Fig. 1: run 1, sequential cells colored by netlist name
(3 px per um)
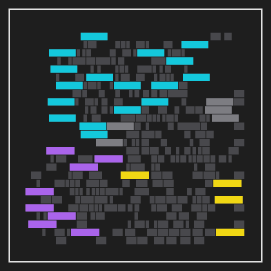
Fig. 2: run 1, congestion heat map
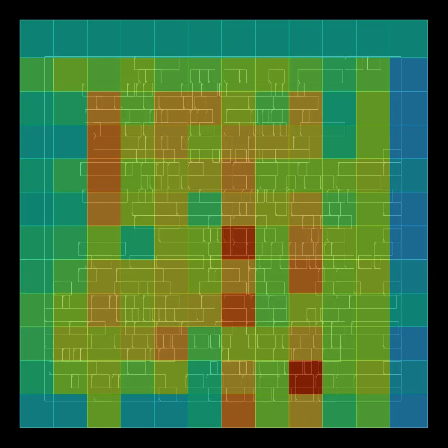
Fig. 3: run 1, I/O pins on the die edge
(3 px per um) Pins as bars across the die edge, other pins in gray.
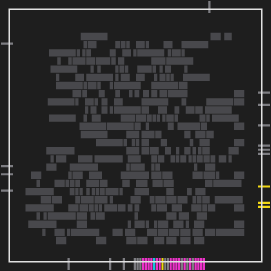
Fig. 4: run 1, signal wires by layer
(4 px per um)
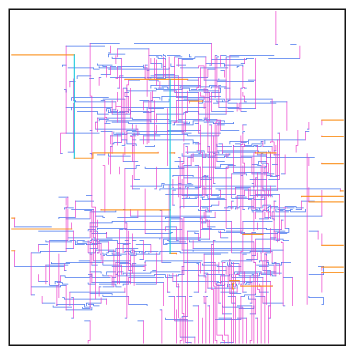
==> src/rtl/fnd_pkg.sv <==
// Shared types and constants for the 4-digit multiplexed 7-segment scanner.
package fnd_pkg;

  typedef enum logic [1:0] {
    ST_IDLE  = 2'd0,
    ST_DRIVE = 2'd1,
    ST_BLANK = 2'd2
  } fnd_state_e;

  localparam logic [7:0] SEG_OFF   = 8'hFF;
  localparam logic [3:0] DIGIT_OFF = 4'hF;
  localparam logic [6:0] SEG7_OFF  = 7'h7F;

  // Active-low {g,f,e,d,c,b,a} codes for digits 0-9.
  localparam logic [6:0] SEG_TABLE [10] = '{
    7'h40, 7'h79, 7'h24, 7'h30, 7'h19,
    7'h12, 7'h02, 7'h78, 7'h00, 7'h10
  };

endpackage

==> src/rtl/bcd_to_seg.sv <==
// Combinational BCD nibble to active-low 7-segment code; 10..15 render dark.
module bcd_to_seg
  import fnd_pkg::*;
(
  input  logic [3:0] i_bcd,
  output logic [6:0] o_seg
);

  always_comb begin
    o_seg = SEG7_OFF;
    if (i_bcd <= 4'd9) o_seg = SEG_TABLE[i_bcd];
  end

endmodule

==> src/rtl/fnd_scan_controller.sv <==
// Time-multiplexed 4-digit FND scanner with per-slot blanking and blink masking.
// Optional leading-zero blanking is enabled by defining FND_LEADING_ZERO_BLANK_EN.
module fnd_scan_controller
  import fnd_pkg::*;
#(
  parameter int unsigned SLOT_CYC  = 100000,
  parameter int unsigned BLANK_CYC = 2000
) (
  input  logic        i_clk,
  input  logic        i_reset_n,
  input  logic        i_enable,
  input  logic [15:0] i_bcd,
  input  logic [3:0]  i_dp,
  input  logic [3:0]  i_blink_mask,
  input  logic        i_blink_phase,
  output logic [1:0]  o_digitPosition,
  output logic [3:0]  o_Digit,
  output logic [7:0]  o_font,
  output logic        o_slot_tick
);

  localparam int unsigned     CNT_W      = $clog2(SLOT_CYC);
  localparam logic [CNT_W-1:0] DRIVE_LAST = CNT_W'(SLOT_CYC - BLANK_CYC - 1);
  localparam logic [CNT_W-1:0] BLANK_LAST = CNT_W'(BLANK_CYC - 1);
  localparam logic [CNT_W-1:0] CNT_ONE    = CNT_W'(1);

  fnd_state_e       r_state, w_state_nxt;
  logic [CNT_W-1:0] r_cnt, w_cnt_nxt;
  logic [1:0]       r_pos, w_pos_nxt;
  logic             r_tick, w_tick_nxt;
  logic [3:0]       r_digit, w_digit_nxt;
  logic [7:0]       r_font, w_font_nxt;
  logic             w_load;
  logic [3:0]       w_nib;
  logic [6:0]       w_seg;
  logic [6:0]       w_seg_shown;

  assign w_nib = i_bcd[{w_pos_nxt, 2'b00} +: 4];

  bcd_to_seg u_bcd_to_seg (
    .i_bcd (w_nib),
    .o_seg (w_seg)
  );

`ifdef FND_LEADING_ZERO_BLANK_EN
  logic [3:0] w_lz;
  always_comb begin
    w_lz[3] = (i_bcd[15:12] == 4'd0);
    w_lz[2] = w_lz[3] && (i_bcd[11:8] == 4'd0);
    w_lz[1] = w_lz[2] && (i_bcd[7:4] == 4'd0);
    w_lz[0] = 1'b0;
  end
  assign w_seg_shown = w_lz[w_pos_nxt] ? SEG7_OFF : w_seg;
`else
  assign w_seg_shown = w_seg;
`endif

  always_comb begin
    w_state_nxt = r_state;
    w_cnt_nxt   = r_cnt + CNT_ONE;
    w_pos_nxt   = r_pos;
    w_tick_nxt  = 1'b0;
    w_load      = 1'b0;
    if (!i_enable) begin
      w_state_nxt = ST_IDLE;
      w_cnt_nxt   = '0;
      w_pos_nxt   = '0;
    end else begin
      case (r_state)
        ST_IDLE: begin
          w_state_nxt = ST_DRIVE;
          w_cnt_nxt   = '0;
          w_pos_nxt   = '0;
          w_load      = 1'b1;
        end
        ST_DRIVE: begin
          if (r_cnt == DRIVE_LAST) begin
            w_state_nxt = ST_BLANK;
            w_cnt_nxt   = '0;
          end
        end
        ST_BLANK: begin
          if (r_cnt == BLANK_LAST) begin
            w_state_nxt = ST_DRIVE;
            w_cnt_nxt   = '0;
            w_pos_nxt   = r_pos + 2'd1;
            w_tick_nxt  = 1'b1;
            w_load      = 1'b1;
          end
        end
        default: begin
          w_state_nxt = ST_IDLE;
          w_cnt_nxt   = '0;
          w_pos_nxt   = '0;
        end
      endcase
    end
  end

  // Outputs are computed from next-state so they register on the DRIVE-entry edge;
  // the font loaded at entry is the held sample for the rest of the slot.
  always_comb begin
    w_digit_nxt = DIGIT_OFF;
    w_font_nxt  = SEG_OFF;
    if (w_state_nxt == ST_DRIVE) begin
      if (!(i_blink_phase && i_blink_mask[w_pos_nxt]))
        w_digit_nxt = ~(4'b0001 << w_pos_nxt);
      w_font_nxt = w_load ? {~i_dp[w_pos_nxt], w_seg_shown} : r_font;
    end
  end

  always_ff @(posedge i_clk or negedge i_reset_n) begin
    if (!i_reset_n) begin
      r_state <= ST_IDLE;
      r_cnt   <= '0;
      r_pos   <= '0;
      r_tick  <= 1'b0;
      r_digit <= DIGIT_OFF;
      r_font  <= SEG_OFF;
    end else begin
      r_state <= w_state_nxt;
      r_cnt   <= w_cnt_nxt;
      r_pos   <= w_pos_nxt;
      r_tick  <= w_tick_nxt;
      r_digit <= w_digit_nxt;
      r_font  <= w_font_nxt;
    end
  end

  assign o_digitPosition = r_pos;
  assign o_Digit         = r_digit;
  assign o_font          = r_font;
  assign o_slot_tick     = r_tick;

endmodule

==> config.mk <==
export PLATFORM = sky130hd
export DESIGN_NAME = fnd_scan_controller
export DESIGN_NICKNAME = d
export VERILOG_FILES = /design/src/rtl/fnd_pkg.sv /design/src/rtl/bcd_to_seg.sv /design/src/rtl/fnd_scan_controller.sv
export SDC_FILE = /design/constraint.sdc
export NUM_CORES = 1
export LEC_CHECK = 0
export CAP_MARGIN = 25
export CORE_MARGIN = 5
export CORE_UTILIZATION = 40
export CTS_BUF_LIST = sky130_fd_sc_hd__clkbuf_8 sky130_fd_sc_hd__clkbuf_16
export DETAILED_ROUTE_END_ITERATION = 16
export HOLD_SLACK_MARGIN = 0.08
export PLACE_DENSITY = 0.64
export SYNTH_ARGS = -nofsm -noshare
export SYNTH_HDL_FRONTEND = slang
export SYNTH_HIERARCHICAL = 1
export SYNTH_SLANG_ARGS = --single-unit
==> constraint.sdc <==
create_clock -name i_clk -period 6.6 [get_ports i_clk]
set_input_delay 1.32 -clock i_clk [delete_from_list [all_inputs] [get_ports i_clk]]
set_output_delay 1.32 -clock i_clk [all_outputs]
set_load 0.05 [all_outputs]
==> flow_metrics.tcl, run 1 <==
# metrics dict for downstream scripts
set metrics [dict create \
    yosys-stat-area_mm2 0.00217 \
    h-tree-depth 2 \
    cp.arrival_ns 4.15 \
    vias 1806 \
    finalSetupTns_ns 0 \
    yosys_cells 236 \
    ys_types 50 \
    fin_nets 317 \
    gr-total-overflow 0 \
    crit_start "i_enable" \
    cts_root_buf "clkbuf_8" \
    syn_to_final_growth_pct 25.6 \
    tightest_slew_ns 0.979 \
    pwr-share-clk_pct 34.9 \
    clock_sinks 34 \
    finalPower_uw 444 \
    reg2reg_to "o_font[0]" \
    seqPwrFrac_pct 48.7 \
    ir_drop_uv 87.6 \
    grt_pass1_wl_mm 8.54 \
    outcome "complete, no violations" \
    worstSkewPairLatency_ns 0.28 \
    p_sw_uw 115 \
    ctsResizeCount 0 \
    swShare_pct 25.9 \
    antenna_found_initial 0 \
    r2r_cells 12 \
    flop_cell "dfrtp_1" \
    yosysSeqAreaShare_pct 39.9 \
    synthesis.instances 236 \
    power_frac_comb_pct 16.4 \
    required_ns 6.78 \
    clkTransAtPathRegs_ns 0.07 \
    syn_area_mm2 0.00217 \
    r2r_slack_ns 2.64 \
    crit_fanout 11 \
    hold_buffers 0 \
    ys_ff 34 \
    internal_power_uw 329 \
    grt_pass1_vias 1771 \
    rsz0062_at_grt "false" \
    io_pins 43 \
    drc 0 \
    yosys_warnings 6 \
    drv_slew 0 \
    nFillCells 451 \
    power.density_cell_area_mw_per_mm2 163 \
    hpwl_mm 3.70 \
    chip_area_mm2 0.00700 \
    drive_gt1_share_pct 10.4 \
    hold_violations 0 \
    yosysTopAreaCellShare_pct 25.4 \
    viasPerCell 5.16 \
    cts_tree "yes" \
    mostFrequentLayoutCell "clkdlybuf4s50_1" \
    cts_made_buffers 5 \
    rows 26 \
    clock_path_buffers 2 \
    post-cts-setup-buffer-count 0 \
    finalSetupViolCount 0 \
    fp.dieW_um 83.6 \
    yosys-top-cells-area "dfrtp_1 25%, dfstp_2 15%, ha_1 5.8%" \
    syn_nets 274 \
    grt_max_degree 35 \
    fp_util_pct 41.9 \
    fmax_mhz 252 \
    crit_path_end_kind "flip-flop" \
    crit_path_start_kind "input pin" \
    warnings 33 \
    core_mm2 0.00517 \
    min_period_ns 3.97 \
    setup.worst_path.end "o_font[0]" \
    async_flop_share_pct 100 \
    drtIter0Drc 92 \
    drtPass1Iterations 4 \
    period_used_pct 60.1 \
    setup.worst_path.class "input pin to flip-flop" \
    gp_congestion 0.811 \
    power.leakage_nw 1.12 \
    maxCapViolCount 0 \
    yosysTopAreaCell "dfrtp_1" \
    n_antenna_cell 0 \
    hp-class "flip-flop to flip-flop" \
    edf_count 0 \
    finClkSkew_ns 0.00498 \
    ant_nets 0 \
    lay_top_cells "42 x clkdlybuf4s50_1, 33 x nor2_1, 27 x nand2_1, 22 x dfrtp_1, 15 x inv_1" \
    r2r_start "r_cnt[0]" \
    syn_area_per_cell_um2 9.19 \
    slew_headroom_pct 34.1 \
]
About Fig. 1:
Cyan is `r_cnt`, flops 17. Yellow is `o_Digit`, flops 4, where bottom right. Purple is `o_font`, flops 8, where bottom left.
Util after Layout: 52.7%
sequential cell area share: 31.8%
flip-flop and latch area: 866 um2
Seq. pwr: 216 uW

About Fig. 2:
grt met1 use: 20.6%
most used routing layer: met2
routed wire length per instance: 14.1 um
GR Layer Usage met2: 22.4%

About Fig. 3:
Cyan is `i_blink_phase`, pins 1, direction input, edge bottom. Yellow is `o_Digit`, pins 4, direction output, edge 3 right, 1 bottom. Magenta is `i_bcd`, pins 16, direction input, edge bottom.
All pins by edge: 29 bottom, 9 right, 4 left, 1 top.
Port Buffers: 42
Die Height: 83.6 um

About Fig. 4:
Blue is met1, wire length 2430 um. Magenta is met2, wire length 2270 um. Orange is met3, wire length 167 um. Cyan is met4, wire length 69.4 um.
Total Routing Usage GR: 14.7%
final wirelength: 4.94 mm

==> run 1: Yosys cell counts, types with 3 or more instances <==
master / n
nor2_1: 33
nand2_1: 27
dfrtp_1: 22
inv_1: 13
dfstp_2: 12
ha_1: 10
mux2i_1: 10
nand3_1: 9
xor2_1: 9
a21oi_1: 8
and3_1: 7
o21ai_0: 7
xnor2_1: 7
nand4_1: 5
a222oi_1: 4
a31oi_1: 4
a21o_1: 3
buf_4: 3
nor2b_1: 3
nor3_1: 3
nor3b_1: 3
==> run 1: stage by stage <==
step                      cell area (um2)  utilization, %  worst slack [ns]  hold slack (ns)  cells
final                                2730            52.7              2.63            0.478    350
after global routing                 2730            52.7              2.20            0.528    350
after global placement               2630            50.8              2.40            0.475    341
after CTS                            2720            52.5              2.63            0.483    349
after detailed placement             2630            50.8              2.33            0.474    341
after floorplan                      2170               -              3.22            0.455    236
==> run 1: power groups by stage <==
stage               Sequential [mW]  Clock, mW  Combinational, mW
floorplan                     0.231          0             0.0290
global placement              0.220          0             0.0729
detailed placement            0.220          0             0.0724
CTS                           0.217      0.161             0.0728
global route                  0.217      0.171             0.0795
finish                        0.216      0.155             0.0727
==> run 1: logic make-up after synthesis <==
logic type               count (synthesis)  synth area share [%]
AND/OR/NAND/NOR                        100                  22.6
multiplexers                            11                  5.13
flip-flops                              34                  39.9
buffers and inverters                   21                  4.90
AND-OR/OR-AND                           44                  15.2
adder cells (fa/ha/maj)                 10                  5.77
XOR/XNOR                                16                  6.46
==> run 1: flip-flops by register name (all words and copies together) (netlist names) <==
register,cells
o_Digit,4
r_cnt,17
o_digitPosition,2
r_state,2
o_slot_tick,1
o_font,8
==> run 1: worst max-delay path, stage by stage <==
cell	delay, ns
clkdlybuf4s50_1	0.57
nand2_1	0.20
nor2_1	0.31
o211ai_4	0.18
a222oi_1	0.33
o21ai_0	0.42
o21bai_1	0.31
a22oi_2	0.21
nand2_1	0.08
mux2i_1	0.14
nand2_1	0.07
==> run 1: worst min-delay path by stage <==
| stage | endpoint | start | cells past startpoint |
|---|---|---|---|
| floorplan | r_cnt[0] | r_cnt[0] | 1 |
| global placement | r_cnt[0] | r_cnt[0] | 1 |
| detailed placement | r_cnt[0] | r_cnt[0] | 1 |
| CTS | r_cnt[0] | r_cnt[0] | 1 |
| global route | r_cnt[0] | r_cnt[0] | 1 |
| finish | r_cnt[0] | r_cnt[0] | 1 |
==> run 1: layout make-up <==
class	instances	area, um2	share of cell area (%)
timing repair buffer	44	435	16.0
sequential	34	866	31.8
multi-input combinational	181	1200	43.9
tap	70	87.6	3.21
clock buffer	6	82.6	3.03
clock inverter	2	7.51	0.275
inverter	13	48.8	1.79
==> run 1: per-layer routing <==
layer | vias to the layer above | GRT usage (%) | part of all wire, %
met5 | - | 0 | 0
met2 | 30 | 22.4 | 46
li1 | 910 | - | -
met4 | 0 | 4.68 | 1.4
met3 | 6 | 3.46 | 3.4
met1 | 860 | 20.6 | 49
Fig. 5: run 1, port wiring
(4 px per um)
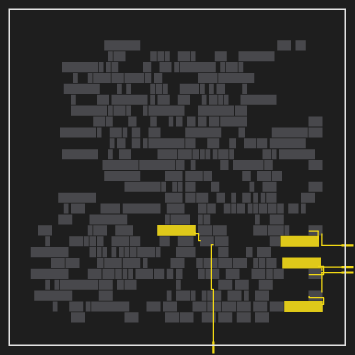

==> run 1 -> run 2 <==
- PLACE_DENSITY: 0.64 -> 0.67
- clock period: 6.6 -> 3.3 ns (I/O delays scaled with it)
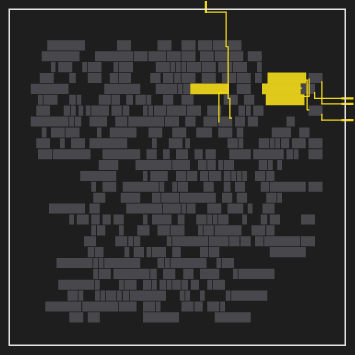
Fig. 6. Port wiring (run 2).
(4 px per um)
Yellow is `o_Digit`, bits 4, direction output, end cells 4, buffers 4, wire 84.0 um.
count of boundary I/O pins: 43

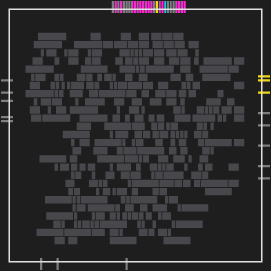
Fig. 7. I/O pins on the die edge (run 2).
(3 px per um) Pins as bars across the die edge, other pins in gray.
Magenta is `i_bcd`, pins 16, direction input, edge top. Yellow is `o_Digit`, pins 4, direction output, edge 3 right, 1 top. Cyan is `i_blink_phase`, pins 1, direction input, edge top.
All pins by edge: 27 top, 8 right, 5 left, 3 bottom.
Die W: 83.6 um

==> run 2 against run 1 <==
The flow now finishes with violations (setup timing). Utilization rose by 4.3 points. Clock skew up 0.0046 ns. Total power up 100%. First-iteration DRC count increased by 26%. Synthesized area unchanged. Via count grew 7.0%. Clock power rose by 92%. Combinational power increased by 120%. Synthesized cell count is the same. Flip-flop count unchanged. Largest cell class unchanged. Largest power group unchanged.
==> flow_metrics.tcl, run 2 <==
# metrics dict for downstream scripts
set metrics [dict create \
    yosys_cells 236 \
    top_register "r_cnt" \
    clkTransAtPathRegs_ns 0.08 \
    r2r_start "r_cnt[4]" \
    rows 26 \
    fin_nets 338 \
    async_flop_share_pct 100 \
    ys_ff 34 \
    violations "setup timing" \
    power.density_cell_area_mw_per_mm2 302 \
    yosysMostFrequentCell "nor2_1" \
    common_cells "33 x nor2_1, 27 x nand2_1, 22 x dfrtp_1" \
    drive_gt1_share_pct 21.3 \
    cts_root_buf "clkbuf_8" \
    viasPerCell 5.21 \
    seqPwrFrac_pct 48.5 \
    ir_drop_uv 215 \
    largest_reg_flops 17 \
    setup.worst_path.class "flip-flop to flip-flop" \
    worstHoldStart "r_cnt[0]" \
    crit_path_end_kind "flip-flop" \
    worstSkewPairLatency_ns 0.28 \
    internal_power_uw 647 \
    finClkSkew_ns 0.00953 \
    tightest_slew_ns 0.751 \
    warnings 34 \
    yosysSeqAreaShare_pct 39.9 \
    fin_hold_ws_ns 0.541 \
    yosysTopAreaCell "dfrtp_1" \
    fmax_mhz 303 \
    ys_types 50 \
    syn_area_mm2 0.00217 \
    clock_sinks 34 \
    p_sw_uw 244 \
    syn_nets 274 \
    core_mm2 0.00517 \
    drv_slew 0 \
    swShare_pct 27.4 \
    gp_congestion 0.809 \
    hold_buffers 0 \
    cts_made_buffers 5 \
    cp.arrival_ns 3.53 \
    outcome "complete, but fails checks" \
    crit_start "r_cnt[4]" \
    crit_fanout 6 \
    gr-total-overflow 0 \
    port_buffers 42 \
    pwr-share-clk_pct 33.3 \
    grt_max_degree 35 \
    yosys-stat-area_mm2 0.00217 \
    fin_cells 371 \
    period_used_pct 100 \
    yosysTopAreaCellShare_pct 25.4 \
    yosys_warnings 6 \
    r2r_cells 14 \
    min_period_ns 3.30 \
    h-tree-depth 2 \
    syn_to_final_growth_pct 35.9 \
    antenna_found_initial 0 \
    hold_depth 2 \
    chip_area_mm2 0.00700 \
    finalSetupViolCount 1 \
    syn_area_per_cell_um2 9.19 \
    hpwl_mm 4.03 \
    lay_top_cells "42 x clkdlybuf4s50_1, 31 x nor2_1, 27 x nand2_1, 23 x buf_4, 22 x dfrtp_1" \
    mostFrequentLayoutCell "clkdlybuf4s50_1" \
    nFillCells 464 \
    finalPower_uw 891 \
    drtPass1Iterations 4 \
    slew_headroom_pct 49.8 \
    flop_cell "dfrtp_1" \
    edf_count 0 \
    grt_pass1_vias 1873 \
    maxCapViolCount 0 \
    crit_path_start_kind "flip-flop" \
    hold_violations 0 \
    fin_area_mm2 0.00295 \
    finalSetupTns_ns -0.00332 \
    power.leakage_nw 1.22 \
    placed_cells 360 \
    power_frac_comb_pct 18.1 \
    ant_nets 0 \
    setup_ws_ns -0.00332 \
    required_ns 3.52 \
    placed_cell_area_mm2 0.00279 \
    fp_util_pct 41.9 \
    synthesis.instances 236 \
    cts_tree "yes" \
    drc 0 \
    drtIter0Drc 116 \
    rsz0062_at_grt "true" \
    clock_path_buffers 2 \
    grt_pass1_wl_mm 8.99 \
]
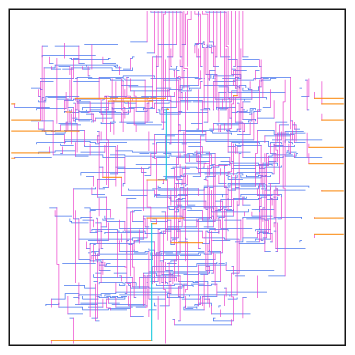
Fig. 8. Signal wires by layer (run 2).
(4 px per um)
Cyan is met4, wire length 46.9 um. Blue is met1, wire length 2580 um. Magenta is met2, wire length 2670 um. Orange is met3, wire length 178 um.
Total Routing Usage GR: 15.5%
routed vias: 1933
routed wire length per instance: 14.7 um
final wirelength: 5.47 mm

==> run 2: cell counts after synthesis <==
Identical to the previous run, type by type.
==> run 2: cell type report <==
type	count	area (um2)	share of cell area [%]
Multi-Input combinational cell	181	1270	43.1
Sequential cell	34	866	29.4
Timing Repair Buffer	65	593	20.1
Tap cell	70	87.6	2.97
Clock buffer	5	68.8	2.33
Inverter	13	48.8	1.65
Clock inverter	3	15.0	0.509
==> run 2: power groups by stage <==
stage	registers (mW)	logic [mW]	clock network (mW)
floorplan	0.461	0.0600	0
global placement	0.440	0.155	0
detailed placement	0.440	0.155	0
CTS	0.432	0.157	0.312
global route	0.434	0.176	0.326
finish	0.433	0.162	0.297
==> run 2: per-stage QoR <==
step / utilization (%) / setup slack [ns]
6_report: 57.0 / -0.00332
5_1_grt: 57.0 / -0.149
4_1_cts: 55.9 / 0.00148
3_5_place_dp: 54.0 / -0.0651
3_3_place_gp: 54.0 / 0.00451
2_1_floorplan: - / 0.0184
==> run 2: repair_timing <==
action / 4_1_cts / 5_1_grt
setup endpoints to repair: 6 / 7
gates resized: 2 / 10
buffers inserted: 1 / 2
pin swaps: 3 / 8
==> run 2: critical path, cell delays in order, from the launching register on <==
cell and delay, ns:
dfrtp_1 0.39, or4b_4 0.57, nor3b_4 0.22, and3_4 0.21, buf_4 0.17, o21ai_0 0.12, and3_1 0.20, buf_4 0.16
o21ai_2 0.25, inv_2 0.12, ha_1 0.25, a21oi_1 0.16, a2bb2oi_1 0.21, mux2i_1 0.10, nand2_1 0.09
==> run 2: per-layer routing <==
layer / track usage [%] / up-vias / share of wire [%]
met1: 21.0 / 941 / 47
met5: 0 / - / 0
li1: - / 956 / -
met4: 3.95 / 0 / 0.84
met2: 25.1 / 32 / 49
met3: 3.26 / 4 / 3.2
==> run 2: final timing paths <==
kind	slack [ns]	endpoint
max	-0.003	o_font[4]
max reg2reg	-0.003	o_font[4]
min	0.54	r_cnt[0]
max in group asynchronous	2.16	o_Digit[3]
min in group asynchronous	0.80	r_cnt[7]
min reg2reg	0.54	r_cnt[0]
==> run 2: cells by family (layout without fill, tap and decap cells) <==
family,after synthesis,count (layout),share of synthesized area [%]
simple gates,100,100,22.6
compound gates,44,44,15.2
flops,34,34,39.9
buf+inv,21,86,4.90
xor+xnor,16,16,6.46
mux,11,11,5.13
fa+ha+maj,10,10,5.77
Power is estimated from default activity; no workload was simulated.
